Wiring by layer:
Drawn at 4 px/um.
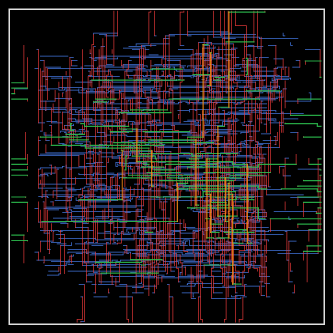
Clock distribution:
Drawn at 4 px/um.
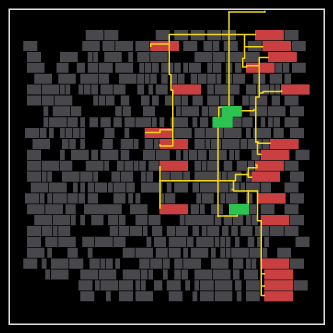
Met4 routing:
Drawn at 4 px/um.
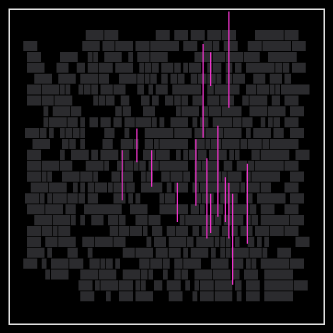
Close-up of the layout:
Region (49, 10) to (69, 30) um. Cells in gray, sequential cells in the stronger gray; small squares are vias.
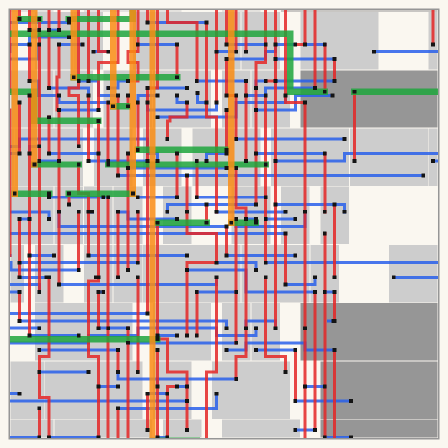
Congestion heat map:
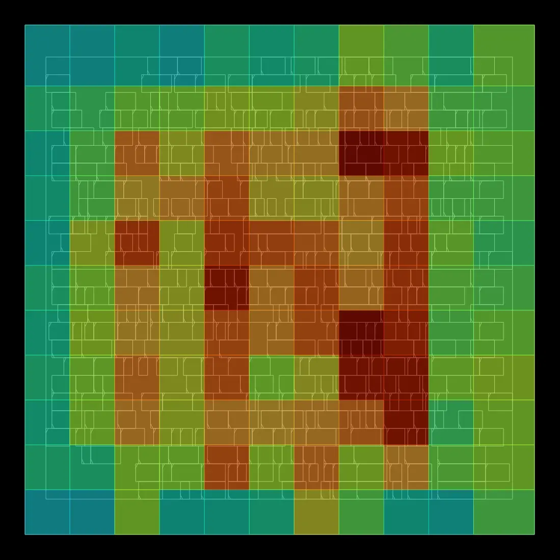
## src/rtl/alu_pkg.sv

```systemverilog
// Shared definitions for the execute-stage ALU: datapath width and the
// MIPS ALU-control opcode encodings.
package alu_pkg;

  localparam int ALU_W = 16;

  localparam logic [3:0] OP_AND = 4'b0000;
  localparam logic [3:0] OP_OR  = 4'b0001;
  localparam logic [3:0] OP_ADD = 4'b0010;
  localparam logic [3:0] OP_XOR = 4'b0011;
  localparam logic [3:0] OP_SUB = 4'b0110;
  localparam logic [3:0] OP_SLT = 4'b0111;
  localparam logic [3:0] OP_NOR = 4'b1100;
  localparam logic [3:0] OP_SLL = 4'b1000;
  localparam logic [3:0] OP_SRL = 4'b1001;
  localparam logic [3:0] OP_SRA = 4'b1010;

endpackage

```

## src/rtl/alu_addsub.sv

```systemverilog
// Shared adder/subtractor for ADD, SUB and SLT: a 17-bit add of a and
// (optionally inverted) b with an explicit carry-in.
import alu_pkg::*;

module alu_addsub (
  input  logic [ALU_W-1:0] a,
  input  logic [ALU_W-1:0] b,
  input  logic             sub,
  input  logic             cin,
  output logic [ALU_W-1:0] sum,
  output logic             cout,
  output logic             v
);

  logic [ALU_W-1:0] b_eff;

  assign b_eff = sub ? ~b : b;
  assign {cout, sum} = {1'b0, a} + {1'b0, b_eff} + {{ALU_W{1'b0}}, cin};

  // Overflow against the effective second operand covers both add and subtract.
  assign v = (a[ALU_W-1] == b_eff[ALU_W-1]) && (sum[ALU_W-1] != a[ALU_W-1]);

endmodule

```

## src/rtl/alu.sv

```systemverilog
// Execute-stage ALU: opcode mux, signed compare flags and one register stage.
// Shift opcodes (SLL/SRL/SRA) exist only when ALU_SHIFT_EN is defined.
import alu_pkg::*;

module alu (
  input  logic             clk,
  input  logic             rst,
  input  logic [ALU_W-1:0] x,
  input  logic [ALU_W-1:0] y,
  input  logic             cin,
  input  logic [3:0]       opcode,
  output logic [ALU_W-1:0] out,
  output logic             cout,
  output logic             lt,
  output logic             eq,
  output logic             gt,
  output logic             v
);

  logic [ALU_W-1:0] as_sum;
  logic             as_cout;
  logic             as_v;
  logic             as_sub;
  logic             as_cin;

  logic [ALU_W-1:0] out_next, out_reg;
  logic             cout_next, cout_reg;
  logic             v_next, v_reg;
  logic             lt_next, lt_reg;
  logic             eq_next, eq_reg;
  logic             gt_next, gt_reg;

  // SUB takes the borrow as an inverted carry; SLT needs a plain x - y.
  always_comb begin
    as_sub = (opcode != OP_ADD);
    as_cin = 1'b1;
    if (opcode == OP_ADD)
      as_cin = cin;
    else if (opcode == OP_SUB)
      as_cin = ~cin;
  end

  alu_addsub u_addsub (
    .a    (x),
    .b    (y),
    .sub  (as_sub),
    .cin  (as_cin),
    .sum  (as_sum),
    .cout (as_cout),
    .v    (as_v)
  );

  always_comb begin
    out_next  = '0;
    cout_next = 1'b0;
    v_next    = 1'b0;
    case (opcode)
      OP_AND: out_next = x & y;
      OP_OR:  out_next = x | y;
      OP_XOR: out_next = x ^ y;
      OP_NOR: out_next = ~(x | y);
      OP_ADD, OP_SUB: begin
        out_next  = as_sum;
        cout_next = as_cout;
        v_next    = as_v;
      end
      // Sign of x - y corrected by overflow gives the true signed less-than.
      OP_SLT: out_next = {{(ALU_W-1){1'b0}}, as_sum[ALU_W-1] ^ as_v};
`ifdef ALU_SHIFT_EN
      OP_SLL: out_next = x << y[3:0];
      OP_SRL: out_next = x >> y[3:0];
      OP_SRA: out_next = $unsigned($signed(x) >>> y[3:0]);
`endif
      default: out_next = '0;
    endcase
  end

  always_comb begin
    lt_next = ($signed(x) < $signed(y));
    eq_next = (x == y);
    gt_next = !lt_next && !eq_next;
  end

  // Reset state reads as the result of comparing 0 with 0.
  always_ff @(posedge clk) begin
    if (rst) begin
      out_reg  <= '0;
      cout_reg <= 1'b0;
      v_reg    <= 1'b0;
      lt_reg   <= 1'b0;
      eq_reg   <= 1'b1;
      gt_reg   <= 1'b0;
    end else begin
      out_reg  <= out_next;
      cout_reg <= cout_next;
      v_reg    <= v_next;
      lt_reg   <= lt_next;
      eq_reg   <= eq_next;
      gt_reg   <= gt_next;
    end
  end

  assign out  = out_reg;
  assign cout = cout_reg;
  assign v    = v_reg;
  assign lt   = lt_reg;
  assign eq   = eq_reg;
  assign gt   = gt_reg;

endmodule

```

## config.mk

```make
export PLATFORM = sky130hd
export DESIGN_NAME = alu
export DESIGN_NICKNAME = d
export VERILOG_FILES = /design/src/rtl/alu_pkg.sv /design/src/rtl/alu_addsub.sv /design/src/rtl/alu.sv
export SDC_FILE = /design/constraint.sdc
export NUM_CORES = 1
export LEC_CHECK = 0
export CAP_MARGIN = 20
export CORE_MARGIN = 3
export CORE_UTILIZATION = 57
export CTS_BUF_LIST = sky130_fd_sc_hd__clkbuf_4 sky130_fd_sc_hd__clkbuf_8 sky130_fd_sc_hd__clkbuf_16
export DETAILED_ROUTE_END_ITERATION = 7
export PLACE_DENSITY = 0.87
export SLEW_MARGIN = 20
export SYNTH_ARGS = -nofsm -noshare
export SYNTH_HDL_FRONTEND = slang
export SYNTH_SLANG_ARGS = --single-unit
```

## constraint.sdc

```tcl
create_clock -name clk -period 8.8 [get_ports clk]
set_clock_uncertainty 0.05 [all_clocks]
set_input_delay 1.76 -clock clk [delete_from_list [all_inputs] [get_ports clk]]
set_output_delay 1.76 -clock clk [all_outputs]
set_load 0.005 [all_outputs]
```

==> impl_metrics.yaml <==
# generated from flow reports
status:
  run_status: "complete, no violations"
yosys:
  ys_seq_share_pct: 14.1
  aoi_share_pct: 25.8
  yosysUniqueCellTypes: 55
  ys_sh_xor_pct: 8.51
  mux_area_share_pct: 2.10
  top_cell: "ha_1"
  synth-seq-cells: 21
  yosys_area_mm2: 0.00299
  synth-async-reset-ratio_pct: 0
  synth_top_cell_by_area: "ha_1"
  syn-cell-area_mm2: 0.00299
grt:
  grt_overflow: 0
die:
  chipHeight_um: 78.4
  die_w_um: 78.4
final_timing:
  rsz0062_at_grt: "no"
  worst_slack_ps: 2770
  finalSetupViolations: 0
  min_period_ps: 6030
finish:
  n_clock_buffer: 4
  fin_cells: 497
  largest_register_ffs: 16
  flops: 21
  inverters: 44
  num_antenna_cells: 0
detailed_routing:
  firstDrtPassIters: 5
  top_layer: "met4"
  drtIter0Drc: 388
pwr:
  power_density_mw_per_mm2: 97.0
  p_leak_nw: 1.57
  p_clk_mw: 0.0694
  power_leader: "combinational logic"
  netSwitchingPower_mw: 0.135
  pwr-share-comb_pct: 51.6
placed_design:
  dp_slack_ps: 2580
clocking:
  cts.reportedPaths.clkPinSlew_ps: 80
  tritoncts: "yes"
worst_setup_path:
  crit_type: "input port to flop"
  worstSetupPathDepth: 13
  arrival_ps: 6180
-- 'wiring by layer' (at the start) --
| color | layer | wire length |
|---|---|---|
| green | met3 | 852 um |
| red | met2 | 3,710 um |
| orange | met4 | 229 um |
| blue | met1 | 3,520 um |
Post-Route WL: 8310 um
Routed WL per cell: 16.7 um
Total GRT Usage: 26.8%

-- 'clock distribution' (at the start) --
[yellow] clock wires | length: 293 um
[green] cells driving clock nets | count: 3
[red] flip-flops | count: 21
routed clock nets: 4

-- 'met4 routing' (at the start) --
wire length on this layer: 229 um
longest straight run: 23.8 um
share of all routed wire: 2.8%

-- 'close-up of the layout' (at the start) --
| color | layer |
|---|---|
| green | met3 |
| red | met2 |
| blue | met1 |
| orange | met4 |
cells with their middle in the window: 40
netlist names of flops here include: out (3)
sequential cells in the window: 3
most frequent: nor2_1 (6), clkdlybuf4s50_1 (5)

-- 'congestion heat map' (at the start) --
post-layout util: 74.5%
grt peak-use layer: met2
GR Layer Usage met3: 3.67%
grt met2 use: 43.4%
routing usage on met1: 36.4%

Power figures rest on the tool's default switching activity, not on a simulated workload.
